## config.mk

```make
export PLATFORM = sky130hd
export DESIGN_NAME = tlb_mmu
export DESIGN_NICKNAME = d
export VERILOG_FILES = /design/src/rtl/mmu_pkg.sv /design/src/rtl/tlb_array.sv /design/src/rtl/tlb_mmu.sv
export SDC_FILE = /design/constraint.sdc
export NUM_CORES = 1
export LEC_CHECK = 0
export ABC_AREA = 1
export CAP_MARGIN = 30
export CORE_ASPECT_RATIO = 1.1
export CORE_MARGIN = 1.5
export CORE_UTILIZATION = 40
export DETAILED_ROUTE_END_ITERATION = 12
export MAX_ROUTING_LAYER = met4
export PLACE_DENSITY = 0.64
export SLEW_MARGIN = 25
export SYNTH_ARGS = -nofsm -noshare
export SYNTH_HDL_FRONTEND = slang
export SYNTH_HIERARCHICAL = 1
export SYNTH_SLANG_ARGS = --single-unit
```

## constraint.sdc

```tcl
create_clock -name clk -period 5.2 [get_ports clk]
set_input_delay 0.52 -clock clk [delete_from_list [all_inputs] [get_ports clk]]
set_output_delay 0.52 -clock clk [all_outputs]
set_load 0.02 [all_outputs]
```

## src/rtl/mmu_pkg.sv

```systemverilog
// ---------------------------------------------------------------------------
// mmu_pkg
// Shared definitions for the tlb_mmu page-translation unit:
//   - PTE bit positions (present / supervisor-only / writable)
//   - default address geometry and the derived VPN / PFN widths
//   - FSM state enum
//   - TLB entry struct
//   - fault-priority helper used on both the hit path and the walk path
// ---------------------------------------------------------------------------
package mmu_pkg;

  localparam int PTE_PRESENT = 0;
  localparam int PTE_SUPER   = 1;
  localparam int PTE_WRITE   = 2;

  // Address geometry; the TLB entry layout below is built from these.
  localparam int MMU_VADDR_W   = 16;
  localparam int MMU_PADDR_W   = 19;
  localparam int MMU_PAGE_BITS = 11;
  localparam int MMU_VPN_W     = MMU_VADDR_W - MMU_PAGE_BITS;
  localparam int MMU_PFN_W     = MMU_PADDR_W - MMU_PAGE_BITS;

  typedef enum logic [1:0] {
    ST_IDLE   = 2'd0,
    ST_LOOKUP = 2'd1,
    ST_WALK   = 2'd2,
    ST_RESP   = 2'd3
  } mmu_state_t;

  typedef struct packed {
    logic                 valid;
    logic [MMU_VPN_W-1:0] vpn;
    logic [MMU_PFN_W-1:0] pfn;
    logic                 super_only;
    logic                 write;
  } tlb_entry_t;

  // Returns {page_fault, prot_fault}; at most one bit is ever set.
  function automatic logic [1:0] pte_fault(input logic present,
                                           input logic super_only,
                                           input logic wr_ok,
                                           input logic umode,
                                           input logic write);
    if (!present)                return 2'b10;
    else if (umode && super_only) return 2'b01;
    else if (write && !wr_ok)     return 2'b01;
    else                          return 2'b00;
  endfunction

endpackage

```

## src/rtl/tlb_array.sv

```systemverilog
// ---------------------------------------------------------------------------
// tlb_array
// Fully-associative TLB storage with combinational VPN match and a
// round-robin fill pointer.
// Config macro: TLB_WRITE_PROT_EN (adds the writable flag to each entry).
// Ports:
//   clk, reset        clock, asynchronous active-high reset
//   i_flush           invalidate every entry at the next edge (wins over fill)
//   i_lookup_vpn      VPN to match
//   o_hit/o_pfn/...   match result and cached flags
//   i_fill, i_fill_*  write an entry at the round-robin pointer
// ---------------------------------------------------------------------------
module tlb_array
  import mmu_pkg::*;
#(
  parameter int ENTRIES = 4
) (
  input  logic                 clk,
  input  logic                 reset,
  input  logic                 i_flush,
  input  logic [MMU_VPN_W-1:0] i_lookup_vpn,
  output logic                 o_hit,
  output logic [MMU_PFN_W-1:0] o_pfn,
  output logic                 o_super,
`ifdef TLB_WRITE_PROT_EN
  output logic                 o_write,
  input  logic                 i_fill_write,
`endif
  input  logic                 i_fill,
  input  logic [MMU_VPN_W-1:0] i_fill_vpn,
  input  logic [MMU_PFN_W-1:0] i_fill_pfn,
  input  logic                 i_fill_super
);

  localparam int PTR_W = $clog2(ENTRIES);

  tlb_entry_t       r_tlb [ENTRIES];
  logic [PTR_W-1:0] r_ptr;
  logic             w_fill_write;

`ifdef TLB_WRITE_PROT_EN
  assign w_fill_write = i_fill_write;
`else
  assign w_fill_write = 1'b0;
`endif

  // NOTE: only the valid bits and the pointer are reset; vpn/pfn/flag fields
  // are don't-care while invalid, so they carry no reset and just load on fill.
  // NOTE: sequential state uses non-blocking assignments so every flop
  // samples pre-edge values regardless of statement order.
  always_ff @(posedge clk or posedge reset) begin
    if (reset) begin
      r_ptr <= '0;
      for (int i = 0; i < ENTRIES; i++) r_tlb[i].valid <= 1'b0;
    end else if (i_flush) begin
      for (int i = 0; i < ENTRIES; i++) r_tlb[i].valid <= 1'b0;
    end else if (i_fill) begin
      r_tlb[r_ptr] <= '{valid:      1'b1,
                        vpn:        i_fill_vpn,
                        pfn:        i_fill_pfn,
                        super_only: i_fill_super,
                        write:      w_fill_write};
      r_ptr <= (r_ptr == PTR_W'(ENTRIES - 1)) ? '0 : r_ptr + 1'b1;
    end
  end

  logic w_write_sel;

  // NOTE: every output gets a default before the loop, so no path leaves a
  // value unassigned and no latch is inferred.
  always_comb begin
    o_hit       = 1'b0;
    o_pfn       = '0;
    o_super     = 1'b0;
    w_write_sel = 1'b0;
    for (int i = 0; i < ENTRIES; i++) begin
      if (r_tlb[i].valid && (r_tlb[i].vpn == i_lookup_vpn)) begin
        o_hit       = 1'b1;
        o_pfn       = r_tlb[i].pfn;
        o_super     = r_tlb[i].super_only;
        w_write_sel = r_tlb[i].write;
      end
    end
  end

`ifdef TLB_WRITE_PROT_EN
  assign o_write = w_write_sel;
`else
  logic w_unused_write;
  assign w_unused_write = w_write_sel;
`endif

endmodule

```

## src/rtl/tlb_mmu.sv

```systemverilog
// ---------------------------------------------------------------------------
// tlb_mmu
// Virtual-to-physical translation: small fully-associative TLB (tlb_array)
// backed by a single-level hardware page-table walk into main memory.
// Config macro: TLB_WRITE_PROT_EN (PTE bit2 enforced on stores).
// Ports:
//   clk, reset                 clock, asynchronous active-high reset
//   paging_en, umode           translation enable, user-mode requester
//   ptb_load, ptb_in           load page-table base (also flushes the TLB)
//   flush                      invalidate all TLB entries
//   req_valid/ready/vaddr/write  translation request handshake
//   rsp_valid/paddr/page_fault/prot_fault  one-cycle registered response
//   mem_req/addr/rdata/ack     PTE read port toward main memory
// ---------------------------------------------------------------------------
module tlb_mmu
  import mmu_pkg::*;
#(
  parameter int VADDR_W     = MMU_VADDR_W,
  parameter int PADDR_W     = MMU_PADDR_W,
  parameter int PAGE_BITS   = MMU_PAGE_BITS,
  parameter int PTE_W       = 16,
  parameter int TLB_ENTRIES = 4
) (
  input  logic               clk,
  input  logic               reset,
  input  logic               paging_en,
  input  logic               umode,
  input  logic               ptb_load,
  input  logic [PADDR_W-1:0] ptb_in,
  input  logic               flush,
  input  logic               req_valid,
  output logic               req_ready,
  input  logic [VADDR_W-1:0] req_vaddr,
  input  logic               req_write,
  output logic               rsp_valid,
  output logic [PADDR_W-1:0] rsp_paddr,
  output logic               rsp_page_fault,
  output logic               rsp_prot_fault,
  output logic               mem_req,
  output logic [PADDR_W-1:0] mem_addr,
  input  logic [PTE_W-1:0]   mem_rdata,
  input  logic               mem_ack
);

  localparam int VPN_W = VADDR_W - PAGE_BITS;
  localparam int PFN_W = PADDR_W - PAGE_BITS;

  mmu_state_t         r_state;
  logic               r_req_ready;
  logic [VADDR_W-1:0] r_vaddr;
  logic               r_write;
  logic               r_umode;
  logic [PADDR_W-1:0] r_ptb;
  logic               r_flushed;
  logic               r_rsp_valid;
  logic [PADDR_W-1:0] r_rsp_paddr;
  logic               r_rsp_pf;
  logic               r_rsp_prf;
  logic               r_mem_req;
  logic [PADDR_W-1:0] r_mem_addr;

  logic [VPN_W-1:0]     w_vpn;
  logic [PAGE_BITS-1:0] w_off;
  logic                 w_flush_all;
  logic                 w_tlb_hit;
  logic                 w_hit;
  logic [PFN_W-1:0]     w_tlb_pfn;
  logic                 w_tlb_super;
  logic                 w_hit_wr_ok;
  logic [PADDR_W-1:0]   w_walk_addr;
  logic                 w_pte_present;
  logic                 w_pte_super;
  logic                 w_pte_wr_ok;
  logic [PFN_W-1:0]     w_pte_pfn;
  logic [1:0]           w_hit_fault;
  logic [1:0]           w_walk_fault;
  logic                 w_fill;
  logic                 w_unused_pte;

  assign w_vpn       = r_vaddr[VADDR_W-1:PAGE_BITS];
  assign w_off       = r_vaddr[PAGE_BITS-1:0];
  assign w_flush_all = flush | ptb_load;

  // A flush on the lookup edge must make the lookup miss.
  assign w_hit = w_tlb_hit & ~w_flush_all;

  // A ptb_load coinciding with the miss points the walk at the new table.
  assign w_walk_addr = (ptb_load ? ptb_in : r_ptb) + PADDR_W'({w_vpn, 1'b0});

  assign w_pte_present = mem_rdata[PTE_PRESENT];
  assign w_pte_super   = mem_rdata[PTE_SUPER];
  assign w_pte_pfn     = mem_rdata[PTE_W-1 -: PFN_W];
  assign w_unused_pte  = ^mem_rdata;

`ifdef TLB_WRITE_PROT_EN
  logic w_tlb_write;
  assign w_hit_wr_ok = w_tlb_write;
  assign w_pte_wr_ok = mem_rdata[PTE_WRITE];
`else
  assign w_hit_wr_ok = 1'b1;
  assign w_pte_wr_ok = 1'b1;
`endif

  assign w_hit_fault  = pte_fault(1'b1, w_tlb_super, w_hit_wr_ok, r_umode, r_write);
  assign w_walk_fault = pte_fault(w_pte_present, w_pte_super, w_pte_wr_ok,
                                  r_umode, r_write);

  // Fill only present PTEs from a walk that saw no flush, including one on
  // the ack edge itself.
  assign w_fill = (r_state == ST_WALK) && mem_ack && w_pte_present &&
                  !r_flushed && !w_flush_all;

  tlb_array #(.ENTRIES(TLB_ENTRIES)) u_tlb (
    .clk          (clk),
    .reset        (reset),
    .i_flush      (w_flush_all),
    .i_lookup_vpn (w_vpn),
    .o_hit        (w_tlb_hit),
    .o_pfn        (w_tlb_pfn),
    .o_super      (w_tlb_super),
`ifdef TLB_WRITE_PROT_EN
    .o_write      (w_tlb_write),
    .i_fill_write (mem_rdata[PTE_WRITE]),
`endif
    .i_fill       (w_fill),
    .i_fill_vpn   (w_vpn),
    .i_fill_pfn   (w_pte_pfn),
    .i_fill_super (w_pte_super)
  );

  always_ff @(posedge clk or posedge reset) begin
    if (reset) begin
      r_state     <= ST_IDLE;
      r_req_ready <= 1'b1;
      r_vaddr     <= '0;
      r_write     <= 1'b0;
      r_umode     <= 1'b0;
      r_ptb       <= '0;
      r_flushed   <= 1'b0;
      r_rsp_valid <= 1'b0;
      r_rsp_paddr <= '0;
      r_rsp_pf    <= 1'b0;
      r_rsp_prf   <= 1'b0;
      r_mem_req   <= 1'b0;
      r_mem_addr  <= '0;
    end else begin
      if (ptb_load) r_ptb <= ptb_in;
      case (r_state)
        ST_IDLE: begin
          if (req_valid) begin
            r_vaddr     <= req_vaddr;
            r_write     <= req_write;
            r_umode     <= umode;
            r_req_ready <= 1'b0;
            r_state     <= ST_LOOKUP;
          end
        end
        ST_LOOKUP: begin
          if (!paging_en) begin
            r_rsp_paddr <= PADDR_W'(r_vaddr);
            r_rsp_pf    <= 1'b0;
            r_rsp_prf   <= 1'b0;
            r_rsp_valid <= 1'b1;
            r_state     <= ST_RESP;
          end else if (w_hit) begin
            r_rsp_paddr <= (|w_hit_fault) ? '0 : {w_tlb_pfn, w_off};
            r_rsp_pf    <= w_hit_fault[1];
            r_rsp_prf   <= w_hit_fault[0];
            r_rsp_valid <= 1'b1;
            r_state     <= ST_RESP;
          end else begin
            r_mem_req  <= 1'b1;
            r_mem_addr <= w_walk_addr;
            r_flushed  <= 1'b0;
            r_state    <= ST_WALK;
          end
        end
        ST_WALK: begin
          if (w_flush_all) r_flushed <= 1'b1;
          if (mem_ack) begin
            r_mem_req   <= 1'b0;
            r_rsp_paddr <= (|w_walk_fault) ? '0 : {w_pte_pfn, w_off};
            r_rsp_pf    <= w_walk_fault[1];
            r_rsp_prf   <= w_walk_fault[0];
            r_rsp_valid <= 1'b1;
            r_state     <= ST_RESP;
          end
        end
        ST_RESP: begin
          r_rsp_valid <= 1'b0;
          r_req_ready <= 1'b1;
          r_state     <= ST_IDLE;
        end
        default: begin
          r_req_ready <= 1'b1;
          r_state     <= ST_IDLE;
        end
      endcase
    end
  end

  assign req_ready      = r_req_ready;
  assign rsp_valid      = r_rsp_valid;
  assign rsp_paddr      = r_rsp_paddr;
  assign rsp_page_fault = r_rsp_pf;
  assign rsp_prot_fault = r_rsp_prf;
  assign mem_req        = r_mem_req;
  assign mem_addr       = r_mem_addr;

endmodule

```

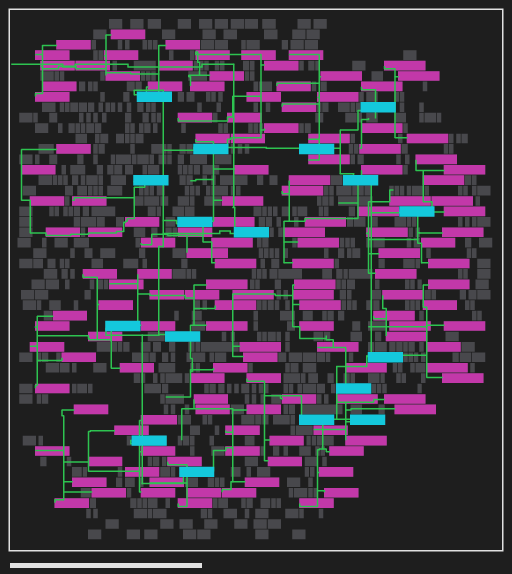
Fig. 1. Routed clock nets over the placement.
The bar under the picture is 50 µm long.
[green] clock wires | length: 1820 µm
[cyan] cells driving clock nets | count: 17
[magenta] flip-flops | count: 144
flops lie: widely spread

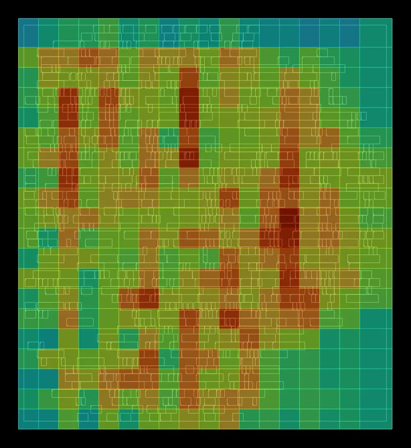
Fig. 2. Track usage over the die.
detail-routed net length per standard cell: 14.9 µm
GR Util met3: 4.55%
Most Used Layer, Global Route: met2
met1 usage in global routing: 23.8%
post-layout utilization of the core: 51.5%

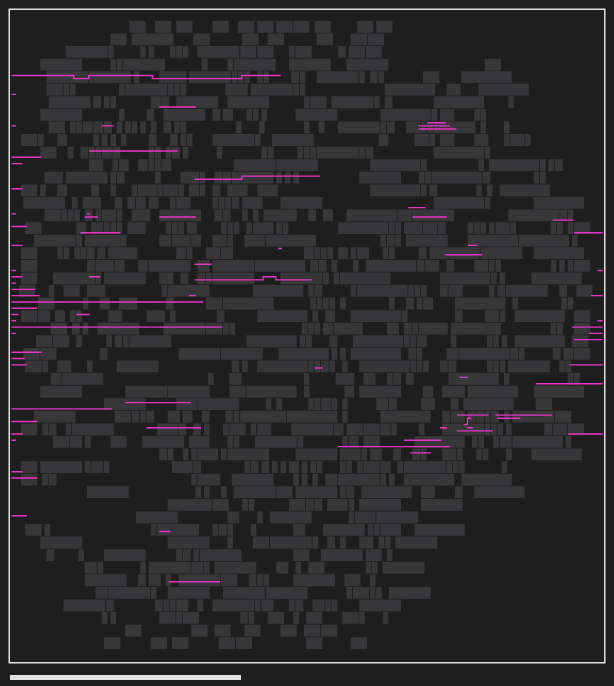
Fig. 3. Signal wires on met3.
The bar under the picture is 50 µm long.
longest straight run: 45.3 µm
wire length on this layer: 556 µm
nets with wire on the layer: 60
share of all routed wire: 3.4%
main direction: horizontal
aggregate routed wire length: 16300 µm
via count: 5183

==> results_slide.txt <==
Synthesis and Place & Route Summary

GRT
  – Antenna violations before repair: 0
  – Gr usage total: 20.0%

Pwr
  – Post-route total power: 4230 µW

Worst setup path
  – Critical Path Max Stage Delay: 0.67 ns
  – Cell-by-cell trace of the critical path: o21ai_1 -> a21oi_1 -> nand2_1 -> nor2_2 -> buf_4 -> inv_2 -> nand2_1 -> inv_1 -> nand3_1 -> nand2_1 -> nand3_1 -> nand3_2 -> buf_16 -> o31ai_1
  – Minimum setup slack among reg-to-reg paths: 2.14 ns
  – Worst reg2reg path endpoint: rsp_paddr[0]
  – Top cell by count, worst path: sky130_fd_sc_hd__nand2_1

Timing
  – Final setup violating endpoints: 0
  – Unrepaired setup endpoints after global routing: false
  – Crit path time final: 3.06 ns
  – Final cycle utilization of the critical path: 58.8%
  – Final hold viol count: 0

Die
  – Height of the chip: 141 µm
  – FP Rows: 50

Synthesis
  – Ys cells: 745
  – Fraction of the yosys area taken by sequential cells: 56.1%
  – Area leader share: 31.4%
  – Dominant cell type by area after synthesis: sky130_fd_sc_hd__dfrtp_1

Final layout
  – Filler cell count: 1557

Clock network
  – Maximum clock path buffer count: 2
  – Hold bufs inserted after CTS: 0
  – Clk root buf: sky130_fd_sc_hd__clkbuf_16

Placed design
  – Count of buffers from port buffering: 95

Detailed routing
  – First-pass iteration count of the detailed router: 5
  – Initial drt markers: 350

Status
  – Run status: finished clean
[state kept, by name (all words and copies together), names as in the netlist]
register and cells:
rsp_paddr 19, mem_req 1, r_umode 1, rsp_prot_fault 1, u_tlb/r_ptr 2, r_state 2
u_tlb/r_tlb 60, rsp_valid 1, mem_addr 19, r_ptb 19, r_flushed 1, rsp_page_fault 1
req_ready 1, r_vaddr 16
[layer usage]
| layer | share of wire [%] | wire length, µm |
|---|---|---|
| met1 | 44 | 7230 |
| met2 | 51 | 8310 |
| met3 | 3.4 | 556 |
| met4 | 1.3 | 210 |
| met5 | 0 | 0 |
[final cells by class]
cell class                      count  area (µm²)  share of cell area, %
Clock buffer                       24         503                   5.76
Clock inverter                      8        76.3                  0.875
Inverter                           89         343                   3.93
Multi-Input combinational cell    492        2590                   29.7
Sequential cell                   144        3880                   44.5
Tap cell                          234         293                   3.35
Timing Repair Buffer              104        1040                   11.9
[logic make-up after synthesis]
group | Yosys count | share of synthesized area, %
adders and majority gates | 15 | 2.82
and+or+nand+nor | 356 | 23.2
DFF | 144 | 56.1
xor gates and xnor gates | 8 | 1.01
AOI/OAI and AO/OA | 113 | 10.0
buffers and inverters | 109 | 6.79
[cells in the mapped netlist (all sizes together) (6+ instances only)]
library cell  count
a21oi            23
nand2           239
o21ai            61
inv              88
clkbuf            6
dfrtp            87
buf              14
ha               14
nand3            30
o31ai            12
nor2             72
edfxtp           56
[worst min-delay path, stage by stage, from the launching register on]
cell and delay (ns):
sky130_fd_sc_hd__dfstp_2 0.36, sky130_fd_sc_hd__nand2_1 0.05, sky130_fd_sc_hd__nand2_1 0.05
[metrics by stage]
stage | setup slack, ns | util, % | cells
after floorplan | 2.35 | - | 745
after global placement | 1.95 | 47.9 | 1062
after detailed placement | 1.90 | 47.9 | 1062
after CTS | 1.90 | 51.3 | 1094
after global routing | 1.76 | 51.5 | 1095
final | 2.14 | 51.5 | 1095
[power by group]
part	leakage [µW]	switching (µW)	total [µW]	internal, µW
Sequential	0.00160	183	1620	1440
Combinational	0.00194	843	1420	577
Clock	0.000286	462	1190	725
Total	0.00382	1490	4230	2740
[placed cells by master, fill, tap and decap left out, drive strengths merged, types with 6 or more instances in the layout]
| cell type | count |
|---|---|
| nand2 | 239 |
| clkdlybuf4s50 | 95 |
| inv | 89 |
| dfrtp | 87 |
| nor2 | 72 |
| o21ai | 61 |
| edfxtp | 56 |
| nand3 | 30 |
| clkbuf | 24 |
| a21oi | 23 |
| ha | 14 |
| o31ai | 12 |
| buf | 9 |
| clkinv | 6 |
[worst max path at each step]
stage                     start               to  cells past startpoint
finish              r_vaddr[15]     rsp_paddr[0]                     14
global placement       ptb_load   u_tlb/r_tlb[7]                      9
global route        r_vaddr[15]     rsp_paddr[0]                     14
detailed placement  r_vaddr[15]     rsp_paddr[0]                     13
floorplan            r_state[0]  u_tlb/r_tlb[10]                      8
CTS                 r_vaddr[15]     rsp_paddr[0]                     13
Power is estimated from default activity; no workload was simulated.
